$ cat src/rtl/count_disp_pkg.sv
// Shared constants and types for the count display driver: segment codes,
// scan states and anode patterns (all active-low).
package count_disp_pkg;

  localparam logic [6:0] SEG_0     = 7'h40;
  localparam logic [6:0] SEG_1     = 7'h79;
  localparam logic [6:0] SEG_2     = 7'h24;
  localparam logic [6:0] SEG_3     = 7'h30;
  localparam logic [6:0] SEG_4     = 7'h19;
  localparam logic [6:0] SEG_5     = 7'h12;
  localparam logic [6:0] SEG_6     = 7'h02;
  localparam logic [6:0] SEG_7     = 7'h78;
  localparam logic [6:0] SEG_8     = 7'h00;
  localparam logic [6:0] SEG_9     = 7'h10;
  localparam logic [6:0] SEG_BLANK = 7'h7F;

  localparam logic [1:0] AN_UNITS = 2'b10;
  localparam logic [1:0] AN_TENS  = 2'b01;
  localparam logic [1:0] AN_OFF   = 2'b11;

  typedef enum logic {
    UNITS,
    TENS
  } scan_state_e;

endpackage

$ cat src/rtl/seg7_decode.sv
// Combinational BCD digit to active-low 7-segment decoder {g,f,e,d,c,b,a};
// anything above 9 is shown blank.
module seg7_decode (
  input  logic [3:0] digit_i,
  output logic [6:0] seg_o
);
  import count_disp_pkg::*;

  always_comb begin
    case (digit_i)
      4'd0:    seg_o = SEG_0;
      4'd1:    seg_o = SEG_1;
      4'd2:    seg_o = SEG_2;
      4'd3:    seg_o = SEG_3;
      4'd4:    seg_o = SEG_4;
      4'd5:    seg_o = SEG_5;
      4'd6:    seg_o = SEG_6;
      4'd7:    seg_o = SEG_7;
      4'd8:    seg_o = SEG_8;
      4'd9:    seg_o = SEG_9;
      default: seg_o = SEG_BLANK;
    endcase
  end

endmodule

$ cat src/rtl/count_display_driver.sv
// Samples a MOD-16 count, shows it as two multiplexed decimal digits with tens
// blanking, and stretches/tallies every 15->0 wrap of the count.
module count_display_driver #(
  parameter int unsigned REFRESH_DIV = 50000,
  parameter int unsigned WRAP_HOLD   = 25000000
) (
  input  logic       clk,
  input  logic       reset,
  input  logic [3:0] count_i,
  output logic [6:0] seg_o,
  output logic [1:0] an_o,
  output logic       wrap_led_o,
  output logic [7:0] wrap_cnt_o
);
  import count_disp_pkg::*;

  localparam int unsigned   RefW     = $clog2(REFRESH_DIV);
  localparam int unsigned   HoldW    = $clog2(WRAP_HOLD + 1);
  localparam logic [RefW-1:0]  RefLast  = RefW'(REFRESH_DIV - 1);
  localparam logic [HoldW-1:0] HoldInit = HoldW'(WRAP_HOLD);

  logic [3:0]       count_q, prev_q, frame_q;
  scan_state_e      state_q;
  logic [RefW-1:0]  refresh_q;
  logic [HoldW-1:0] hold_q;
  logic [6:0]       seg_q;
  logic [1:0]       an_q;
  logic             wrap_led_q;
  logic [7:0]       wrap_cnt_q;

  logic       frame_start, tens, wrap_evt;
  logic [3:0] frame_d, units, dec_in;
  logic [6:0] seg_d;
  logic [1:0] an_d;

  // The frame value is captured on the first cycle of the units slot and used
  // immediately, so both digits of a frame always come from one sample.
  always_comb begin
    frame_start = (state_q == UNITS) && (refresh_q == '0);
    frame_d     = frame_start ? count_q : frame_q;
    tens        = (frame_d >= 4'd10);
    units       = tens ? (frame_d - 4'd10) : frame_d;
    if (state_q == UNITS) begin
      dec_in = units;
      an_d   = AN_UNITS;
    end else if (tens) begin
      dec_in = 4'd1;
      an_d   = AN_TENS;
    end else begin
      dec_in = 4'hF;
      an_d   = AN_OFF;
    end
    wrap_evt = (prev_q == 4'd15) && (count_q == 4'd0);
  end

  seg7_decode u_seg7_decode (
    .digit_i (dec_in),
    .seg_o   (seg_d)
  );

  always_ff @(posedge clk) begin
    if (reset) begin
      state_q   <= UNITS;
      refresh_q <= '0;
      frame_q   <= 4'd0;
      seg_q     <= SEG_BLANK;
      an_q      <= AN_OFF;
    end else begin
      frame_q <= frame_d;
      seg_q   <= seg_d;
      an_q    <= an_d;
      if (refresh_q == RefLast) begin
        refresh_q <= '0;
        state_q   <= (state_q == UNITS) ? TENS : UNITS;
      end else begin
        refresh_q <= refresh_q + RefW'(1);
      end
    end
  end

  always_ff @(posedge clk) begin
    if (reset) begin
      count_q    <= 4'd0;
      prev_q     <= 4'd0;
      hold_q     <= '0;
      wrap_led_q <= 1'b0;
      wrap_cnt_q <= 8'd0;
    end else begin
      count_q <= count_i;
      prev_q  <= count_q;
      // A new wrap reloads the full hold rather than extending it.
      if (wrap_evt) begin
        hold_q     <= HoldInit;
        wrap_led_q <= 1'b1;
        if (wrap_cnt_q != 8'hFF) begin
          wrap_cnt_q <= wrap_cnt_q + 8'd1;
        end
      end else if (hold_q != '0) begin
        hold_q     <= hold_q - HoldW'(1);
        wrap_led_q <= (hold_q != HoldW'(1));
      end
    end
  end

  assign seg_o      = seg_q;
  assign an_o       = an_q;
  assign wrap_led_o = wrap_led_q;
  assign wrap_cnt_o = wrap_cnt_q;

endmodule

$ cat config.mk
export PLATFORM = sky130hd
export DESIGN_NAME = count_display_driver
export DESIGN_NICKNAME = d
export VERILOG_FILES = /design/src/rtl/count_disp_pkg.sv /design/src/rtl/seg7_decode.sv /design/src/rtl/count_display_driver.sv
export SDC_FILE = /design/constraint.sdc
export NUM_CORES = 1
export LEC_CHECK = 0
export ABC_AREA = 1
export ABC_CLOCK_PERIOD_IN_PS = 2500
export CAP_MARGIN = 5
export CORE_UTILIZATION = 59
export CTS_CLUSTER_SIZE = 28
export DETAILED_ROUTE_END_ITERATION = 8
export GPL_ROUTABILITY_DRIVEN = 0
export PLACE_DENSITY = 0.8
export SLEW_MARGIN = 20
export SYNTH_ARGS = -nofsm -noshare
export SYNTH_HDL_FRONTEND = slang
export SYNTH_SLANG_ARGS = --single-unit
$ cat constraint.sdc
create_clock -name clk -period 2.5 [get_ports clk]
set_clock_uncertainty 0.2 [all_clocks]
set_input_delay 0.25 -clock clk [delete_from_list [all_inputs] [get_ports clk]]
set_output_delay 0.25 -clock clk [all_outputs]
set_load 0.1 [all_outputs]
### Sizing map, run 1

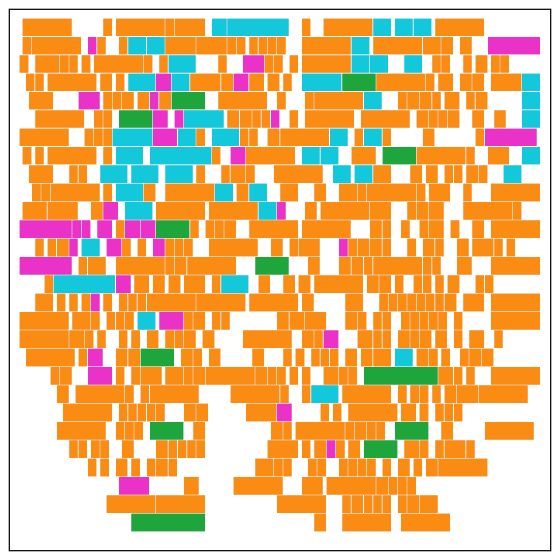
| colour | size | cells | share |
|---|---|---|---|
| orange | drive 1 or less | 456 | 83% |
| magenta | drive 2 | 35 | 6.4% |
| cyan | drive 3 to 4 | 47 | 8.5% |
| green | drive 6 and up | 12 | 2.2% |
bufs w/o clock: 32
setup ws final: 0.0635 ns
Final Instance Area: 4220 µm²
Area Growth Syn to Fin: 17.4%

### Cells coloured by class, run 1

Scale bar: 20 µm. Fill, decap, tap and diode cells in grey.
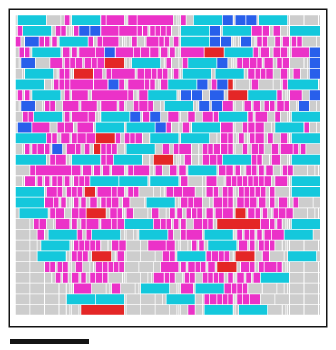
| colour | class | cells |
|---|---|---|
| red | clock drivers and dummy loads | 16 |
| cyan | flops | 72 |
| magenta | all other logic | 430 |
| blue | other buffers and delay cells | 32 |
row count: 28
area of the core: 5890 µm²

### Metal 2, run 1

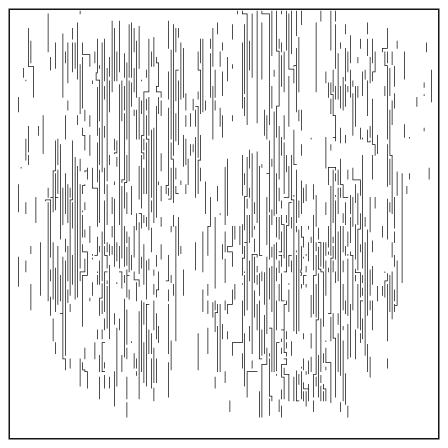
share of all routed wire: 48%
longest straight run: 27.9 µm
nets with wire on the layer: 462
M2 GR Usage: 43.8%
Vias: 3360
final wirelength: 8230 µm

==> impl_metrics.tcl, run 1 <==
# collected from the flow reports
set metrics [dict create \
    grt-busiest-layer "met2" \
    worstPathRequired_ns 2.54 \
    comb_cells 354 \
    warning_count 33 \
    seq_power_share_pct 33.1 \
    power_density_nw_per_um2 1020 \
    rrSetupSlack_ns 0.06 \
    netlist_top_cells_count "nand2_1 (95), nor2_1 (83), dfxtp_1 (72), inv_1 (67), a21oi_1 (36)" \
    dp_slack_ns 0.0917 \
    netlist_instances 508 \
    endpoint_kind "register" \
    ir_drop_mv 0.577 \
    cts_buffers 9 \
    ys.flops 72 \
    avgViaCountPerCell 5.38 \
    grtUsageTotal_pct 25.6 \
    clock-sinks 72 \
    ys_sh_simple_pct 34.2 \
    fin_crit_ns 2.44 \
    ant_nets 0 \
    gr-total-overflow 0 \
    clk_share_pct 5.24 \
    path_buffers 5 \
    max_freq_mhz 410 \
    compound_area_share_pct 10.7 \
    flop_cell "dfxtp_1" \
    die_h_um 80.1 \
    port_buffers 23 \
    power.share.clock_pct 24.0 \
    combPwrFrac_pct 42.9 \
    ys_seq_share_pct 40.1 \
    crit_end "seg_o[0]" \
    antennaDiodeCount 0 \
    rr_endpoint "seg_o[0]" \
    grt_pass1_vias 2975 \
    rsz0062_at_grt "true" \
    mux_share_pct 0 \
    dieWidth_um 80.1 \
    dr.first_iter.drc_count 188 \
    min_to "count_q[2]" \
    drv_cap 0 \
    cts_resized 0 \
    dpl-instance-area_um2 3890 \
    edf_count 0 \
    syn-cell-area_um2 3600 \
    path_delay_family "simple AND/OR/NAND/NOR gates" \
    fillers 465 \
    synth_top_cell_by_count "nand2_1" \
    flops 72 \
    area.sequential_um2 1450 \
    tns_ns 0 \
    synthArstFlopShare_pct 0 \
    synthDistinctLibCells 39 \
    wl_met3_um 386 \
    utilization_pct 71.8 \
    ios 24 \
    synth_nets 525 \
    cts_hold_buffers 0 \
    reg2reg_depth 19 \
    setup.worst_path.start "refresh_q[1]" \
    hold_viol_final 0 \
    stdcell_count 625 \
    final-comb-area_um2 1920 \
    status "finished clean" \
    grt_pass1_wl_um 12700 \
    largest_class "logic gates" \
    top_cells_by_area "dfxtp_1 (40%), nand2_1 (9.9%), nor2_1 (8.7%)" \
    dp_hpwl_um 5570 \
    worstPathMaxFanout 5 \
    holdWs_ns 0.212 \
    path_depth 19 \
    cts_setup_buffers 0 \
    routedWlPerCell_um 13.2 \
    top_register "hold_q" \
    n_tap_cell 75 \
    path_class "register to register" \
    yosysWarnings 0 \
    floorplan.core_util_pct 61.1 \
    power-top-group "combinational logic" \
    min_path_cells 3 \
    worstSkewPairLatency_ns 0.35 \
    cts_root_buf "clkbuf_8" \
    ys_cells 508 \
]
### Clock nets, run 1

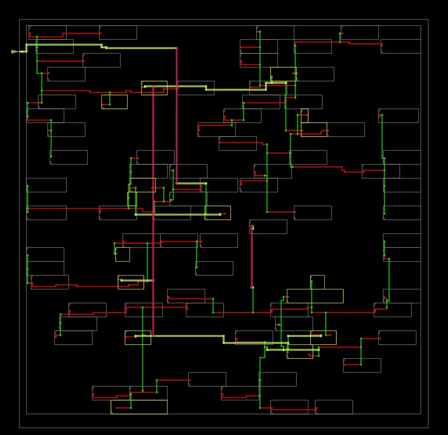

## Run 2: what changed since run 1
--- a/config.mk
+++ b/config.mk
@@ -12,7 +12,7 @@
 export CTS_CLUSTER_SIZE = 28
 export DETAILED_ROUTE_END_ITERATION = 8
 export GPL_ROUTABILITY_DRIVEN = 0
-export PLACE_DENSITY = 0.8
+export PLACE_DENSITY = 0.91
 export SLEW_MARGIN = 20
 export SYNTH_ARGS = -nofsm -noshare
 export SYNTH_HDL_FRONTEND = slang
==> constraint.sdc (replaced) <==
create_clock -name clk -period 2.5 [get_ports clk]
set_clock_uncertainty 0.2 [all_clocks]
set_input_delay 0.25 -clock clk [delete_from_list [all_inputs] [get_ports clk]]
set_output_delay 0.25 -clock clk [all_outputs]
set_load 0.05 [all_outputs]
### Clock nets, run 2

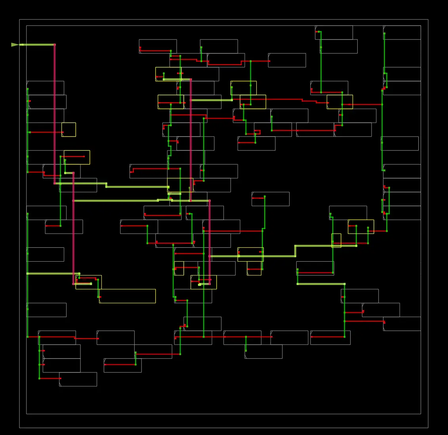
Clk power: 0.953 mW
# clk buffers: 11
CTS buffer count: 9

==> run 2 against run 1 <==
  * Utilization increased by 0.89 points
  * Critical path depth did not move
  * Flip-flop count is the same
  * Largest cell class unchanged
  * Highest routed layer unchanged
  * The run now ends with negative setup slack left
  * Setup slack worse by 0.15 ns
  * Largest power group unchanged
==> impl_metrics.tcl, run 2 <==
# collected from the flow reports
set metrics [dict create \
    core-area_um2 5890 \
    dieWidth_um 80.1 \
    holdWs_ns 0.220 \
    worstPathMaxFanout 5 \
    cts_hold_buffers 0 \
    die_h_um 80.1 \
    worstSkewPairLatency_ns 0.35 \
    synth_top_cell_by_count "nand2_1" \
    mux_share_pct 0 \
    setup_viol 1 \
    worstPathRequired_ns 2.53 \
    min_path_cells 3 \
    ys_seq_share_pct 40.1 \
    violations "negative setup slack" \
    ys_cells 508 \
    n_tap_cell 75 \
    n_all_buffers 34 \
    wirelength_um 9370 \
    power_density_nw_per_um2 978 \
    dpl-instance-area_um2 3930 \
    grtUsageTotal_pct 28.0 \
    comb_cells 354 \
    port_buffers 23 \
    top_cells_by_area "dfxtp_1 (40%), nand2_1 (9.9%), nor2_1 (8.7%)" \
    grtUsageMet2_pct 50.3 \
    min_to "count_q[0]" \
    floorplan.core_util_pct 61.1 \
    path_class "register to register" \
    ys.flops 72 \
    netlist_instances 508 \
    top_register "hold_q" \
    wl_met3_um 581 \
    crit_end "seg_o[5]" \
    status "complete, but fails checks" \
    fin_crit_ns 2.59 \
    clk_share_pct 4.83 \
    reg2reg_depth 19 \
    combPwrFrac_pct 42.8 \
    avgViaCountPerCell 5.68 \
    fillers 401 \
    largest_class "logic gates" \
    cts_resized 0 \
    dp_slack_ns 0.0766 \
    max_freq_mhz 387 \
    grt_pass1_vias 3173 \
    cts_root_buf "clkbuf_8" \
    final-comb-area_um2 1930 \
    rsz0062_at_grt "true" \
    area.sequential_um2 1450 \
    gr-total-overflow 0 \
    ios 24 \
    flops 72 \
    path_delay_family "simple AND/OR/NAND/NOR gates" \
    finalWorstSetupSlack_ns -0.0865 \
    seq_power_share_pct 34.4 \
    warning_count 33 \
]
### Selected gate families, run 2

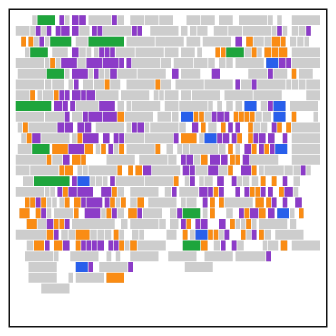
| colour | family | cells | most used |
|---|---|---|---|
| blue | XOR/XNOR gates | 11 | xor2_1 |
| green | adder and majority cells | 11 | ha_1 |
| orange | NOR gates | 109 | nor2_1 |
| purple | NAND gates | 151 | nand2_1 |
post-layout instance count excluding filler cells: 627
Top cell excl fill/tap: nand2_1

### Metal 2, run 2

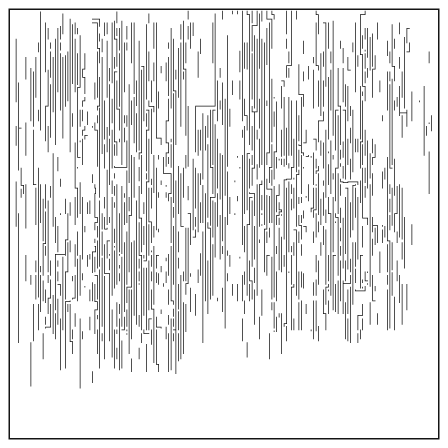

## Run 3: what changed since run 2
--- a/config.mk
+++ b/config.mk
@@ -11,8 +11,9 @@
 export CORE_UTILIZATION = 59
 export CTS_CLUSTER_SIZE = 28
 export DETAILED_ROUTE_END_ITERATION = 8
+export DONT_BUFFER_PORTS = 1
 export GPL_ROUTABILITY_DRIVEN = 0
-export PLACE_DENSITY = 0.91
+export PLACE_DENSITY = 0.86
 export SLEW_MARGIN = 20
 export SYNTH_ARGS = -nofsm -noshare
 export SYNTH_HDL_FRONTEND = slang
### Metal 2, run 3

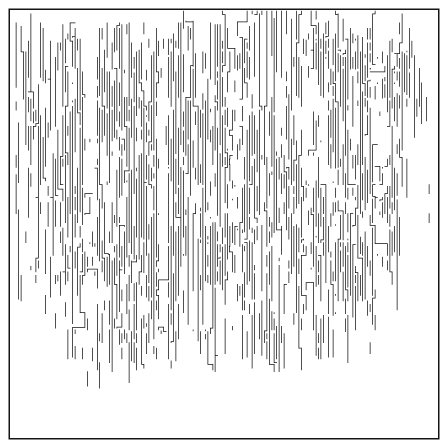
nets with wire on the layer: 486
main direction: vertical
final wirelength: 9340 µm
M2 GR Usage: 47.9%
Vias: 3549

### Clock nets, run 3

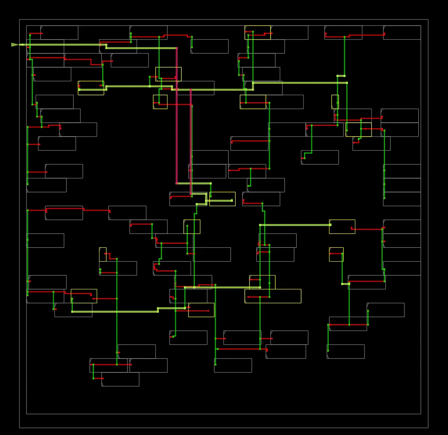
Clk power: 0.928 mW
Late-Pin Clk Latency: 0.36 ns
flop count: 72
# clk buffers: 12
Sink Count: 72

==> run 3 against run 2 <==
  * The flow now finishes without violations
  * Synthesized cell count did not move
  * Fmax rose by 3.5%
  * Non-clock buffer count fell by 8
  * Total power fell by 1.5%
  * Sequential power rose by 9%
  * Global-route usage barely moved
  * Utilization fell by 1.0 points
  * Clock power fell by 2.6%
  * Final area fell by 1.4%
  * First-iteration DRC count rose by 3.6%
  * Critical endpoint unchanged
  * Largest power group unchanged
  * Highest routed layer unchanged
==> impl_metrics.tcl, run 3 <==
# collected from the flow reports
set metrics [dict create \
    status "finished clean" \
    rsz0062_at_grt "true" \
    area.sequential_um2 1450 \
    min_path_cells 2 \
    grt_pass1_wl_um 13700 \
    warning_count 35 \
    rrSetupSlack_ns 0.0003 \
    rows 28 \
    ys_sh_simple_pct 34.2 \
    seq_power_share_pct 38.1 \
    mux_share_pct 0 \
    setup.worst_path.start "refresh_q[1]" \
    edf_count 0 \
    compound_area_share_pct 10.7 \
    dp_slack_ns 0.00562 \
    largest_class "logic gates" \
    cts_buffers 9 \
    cts_resized 1 \
    ios 24 \
    synthDistinctLibCells 39 \
    final-comb-area_um2 1970 \
    antennaDiodeCount 0 \
    dpl-instance-area_um2 3750 \
    routedWlPerCell_um 15.1 \
    synth_top_cell_by_count "nand2_1" \
    n_all_buffers 26 \
    dieWidth_um 80.1 \
    die_h_um 80.1 \
    utilization_pct 71.6 \
    netlist_top_cells_count "nand2_1 (95), nor2_1 (83), dfxtp_1 (72), inv_1 (67), a21oi_1 (36)" \
    combPwrFrac_pct 39.4 \
    path_delay_family "simple AND/OR/NAND/NOR gates" \
    dp_hpwl_um 5660 \
    top_area_share_pct 40.1 \
    core-area_um2 5890 \
    top_cells_by_area "dfxtp_1 (40%), nand2_1 (9.9%), nor2_1 (8.7%)" \
    path_class "register to register" \
    finalWorstSetupSlack_ns 0.000304 \
    min_to "prev_q[0]" \
    ir_drop_mv 0.573 \
    port_buffers 0 \
    wl_met3_um 640 \
    area_delta_synth_final_pct 17.2 \
    ys_cells 508 \
    netlist_instances 508 \
    flop_cell "dfxtp_1" \
    holdWs_ns 0.243 \
    stdcell_count 619 \
    worstPathMaxFanout 5 \
    dr.first_iter.drc_count 289 \
    syn-cell-area_um2 3600 \
    logic_family "simple AND/OR/NAND/NOR gates" \
    path_depth 19 \
    endpoint_kind "register" \
    nets 556 \
    worstPathRequired_ns 2.54 \
    yosys_area_um2 3600 \
    internal_power_mw 2.37 \
    rr_endpoint "seg_o[5]" \
    reg2reg_depth 19 \
    power-top-group "combinational logic" \
    grt-busiest-layer "met2" \
    power.share.clock_pct 22.5 \
    fillers 417 \
    synthArstFlopShare_pct 0 \
    hold_viol_final 0 \
    cts_root_buf "clkbuf_8" \
    drc 0 \
    top_register "hold_q" \
    final_common_cell "nand2_1" \
    setup_viol 0 \
    gr-total-overflow 0 \
    drv_cap 0 \
    ys.flops 72 \
    grtUsageTotal_pct 28.0 \
    ys_seq_share_pct 40.1 \
    n_tap_cell 75 \
    grt_use_met3_pct 8.18 \
    grt_pass1_vias 3226 \
    ant_nets 0 \
    cts.clk_slew.worst_paths_ns 0.07 \
    synth_nets 525 \
    fin_crit_ns 2.50 \
    finish.instance_area_um2 4220 \
    clk_share_pct 4.72 \
    power_density_nw_per_um2 977 \
]
Power and IR drop assume default switching activity.
